==> config.mk <==
export PLATFORM = sky130hd
export DESIGN_NAME = sequencer_fetch
export DESIGN_NICKNAME = d
export VERILOG_FILES = /design/src/rtl/sequencer_fetch.sv
export SDC_FILE = /design/constraint.sdc
export NUM_CORES = 1
export LEC_CHECK = 0
export CAP_MARGIN = 20
export CORE_UTILIZATION = 40
export CTS_CLUSTER_DIAMETER = 40
export DETAILED_ROUTE_END_ITERATION = 6
export GPL_TIMING_DRIVEN = 0
export PLACE_DENSITY = 0.76
export SETUP_SLACK_MARGIN = 0.1
export SYNTH_ARGS = -nofsm -noshare
export SYNTH_HDL_FRONTEND = slang
export SYNTH_SLANG_ARGS = --single-unit
==> constraint.sdc <==
create_clock -name clk -period 1.7 [get_ports clk]
set_clock_uncertainty 0.1 [all_clocks]
set_input_delay 0.17 -clock clk [delete_from_list [all_inputs] [get_ports clk]]
set_output_delay 0.17 -clock clk [all_outputs]
set_load 0.01 [all_outputs]
Figure 1. Clock routing.
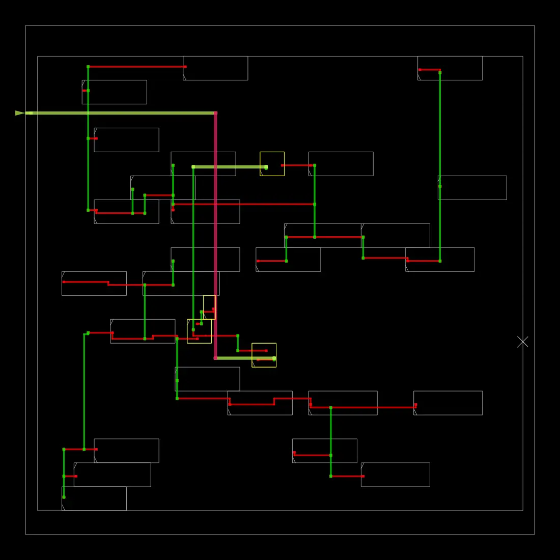
Sink Count: 27
latest clock arrival within the worst-skew pair: 0.32 ns
CLK BUF: 4
Clk. pwr: 277 uW
flip-flops: 27

Figure 2. Signal wires by layer.
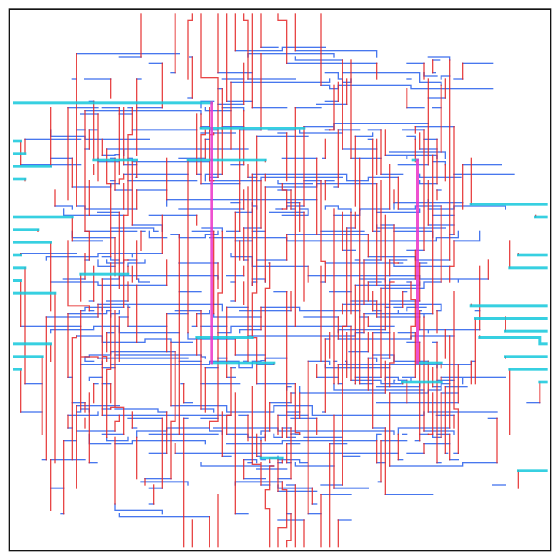
layer	color	wire length
met1	blue	1600 um
met2	red	1790 um
met3	cyan	162 um
met4	magenta	49.6 um
routed via count: 1360
wire length per cell: 15.0 um
Total Routing Usage GR: 0.232

==> out/results.ini <==
[global_route]
antenna_found_initial=0
grt_max_degree=15
use_met1=0.290
met2_usage=0.383
grt_pass1_vias=1331
busiest_layer=met2
grt_pass1_wl_um=5930
grt_overflow=0
use_met3=0.0357

[drt]
highest_layer=met4
wl_met1_um=1600
wl_met2_um=1790
ant_nets=0
vias_per_cell=5.67
first_pass_iters=7
detail_route.drc_violations=1
drt_wl_total_um=3600
drtIter0Drc=32
wl_met3_um=161

[synthesis]
synthDominantCellAreaShare=0.432
topCellsByArea=dfxtp_1 (43%), a21oi_1 (8.0%), nand2_1 (6.6%)
synthTopLogicFamily=AND-OR/OR-AND gates
ys_cells=152
async_reset_ff_frac=0
syn_area_um2=1250
simple_gate_area_frac=0.209
synth-seq-cells=27
edf_count=0
ys_chip_area_um2=1250
top_area_cell=dfxtp_1
fp_nets=176
ys_seq_frac=0.432
ys.warnings.count=0
ys_sh_mux=0.0160
synth-xor-area-share=0
syn_inst=152
compound_area_frac=0.275
most_common_cell=dfxtp_1
yosys_most_used_dff=dfxtp_1
adder_share=0.0100
syn_avg_cell_area_um2=8.22
synthDistinctLibCells=43
common_cells=dfxtp_1 (27), nand2_1 (22), a21oi_1 (20), o21ai_0 (16), clkbuf_1 (7)

[power_and_ir_drop]
combinationalPower_uw=285
ir_worst_vdd_uv=469
seqPwrFrac=0.554
power.group.top=registers
comb_power_share=0.226
p_clk_frac=0.220
power.leakage_nw=0.705
intPower_uw=921
finalPower_mw=1.26
p_switching_uw=340
p_sw_frac=0.270
p_per_area_nw_per_um2=668
powerSeq_uw=699

[setup_path]
cp_slowest_cell=clkdlybuf4s50_1
r2r_cells=4
path_cells=clkdlybuf4s50_1
worst-path-buf-inv=1
cp.depth=1
ff2ff_setup_slack_ns=0.20
cpPeakStageDelay_ns=0.55
path_delay_family=buffers and inverters
crit_fanout=6
critPathLaunchType=flip-flop
required_ns=1.43
critPathArrivalTime_ns=1.27
worstSetupPathType=reg -> out
end_kind=output port

[layout]
comb_area_um2=658
diodes=0
stdcell_area_um2=1890
nets=234
most-common-layout-cells=clkdlybuf4s50_1 (47), nand2_1 (22), a21oi_1 (20), o21ai_0 (16), dfxtp_1 (16)
lay_top_count=clkdlybuf4s50_1
n_fill_cell=267
largest_reg_flops=16
flop_area_um2=562
drive_gt1_frac=0.148
synthToLayoutAreaGrowth_pct=51.1

[floorplanning]
core_um2=2850
die_h_um=57.9
fp.dieW_um=57.9
fp_util=0.438
num_io_pins=52
die_area_um2=3350
num_rows=19

[clock_tree]
clockBufferDepth=2
cts_buffers=3
cts_resized=11
cts_hold_buffers=0
cts_tree=done
ctsRootBufferMaster=clkbuf_4
path_clk_slew_ns=0.14
post_cts_buffers=0
htreeDepth=1

[min_path]
hp-class=in -> reg
holdPathStages=3

[placed_design]
dpl.hpwl_um=2700
place_ws_ns=-0.160
port-buffer-count=50
dpl-instance-area_um2=1790
gp_congestion=0.859

[timing]
fmax_ghz=0.648
tns_ns=0
drv_slew=0
fin_crit_sh=0.908
rsz0062_at_grt=yes
setup_slack_ns=0.157
finalHoldViolCount=0
setup_viol=0
layout_min_cycle_time_ns=1.54

[job]
tool_warnings=27
cap_violations=0

[run_status]
violations=design-rule violations
status=complete, but fails checks

-- kinds of logic after synthesis --
group                      count (synthesis)
AOI/OAI and AO/OA                         56
muxes                                      2
DFF                                       27
and+or+nand+nor                           50
other                                      1
adders and majority gates                  1
buffers and inverters                     15
-- area by class of cell --
cell class | count | share of cell area
buffer | 12 | 0.0345
clock buffer | 4 | 0.0139
inverter | 3 | 0.00596
multi-input combinational | 110 | 0.349
sequential | 27 | 0.298
tap | 31 | 0.0205
timing repair buffer | 53 | 0.279
-- stage by stage --
step / std cells / hold slack, ns / util
2_1_floorplan: 152 / 0.206 / -
3_3_place_gp: 233 / 0.346 / 0.627
3_5_place_dp: 233 / 0.348 / 0.627
4_1_cts: 237 / 0.267 / 0.642
5_1_grt: 240 / 0.266 / 0.662
6_report: 240 / 0.279 / 0.662
Power is estimated from default activity; no workload was simulated.
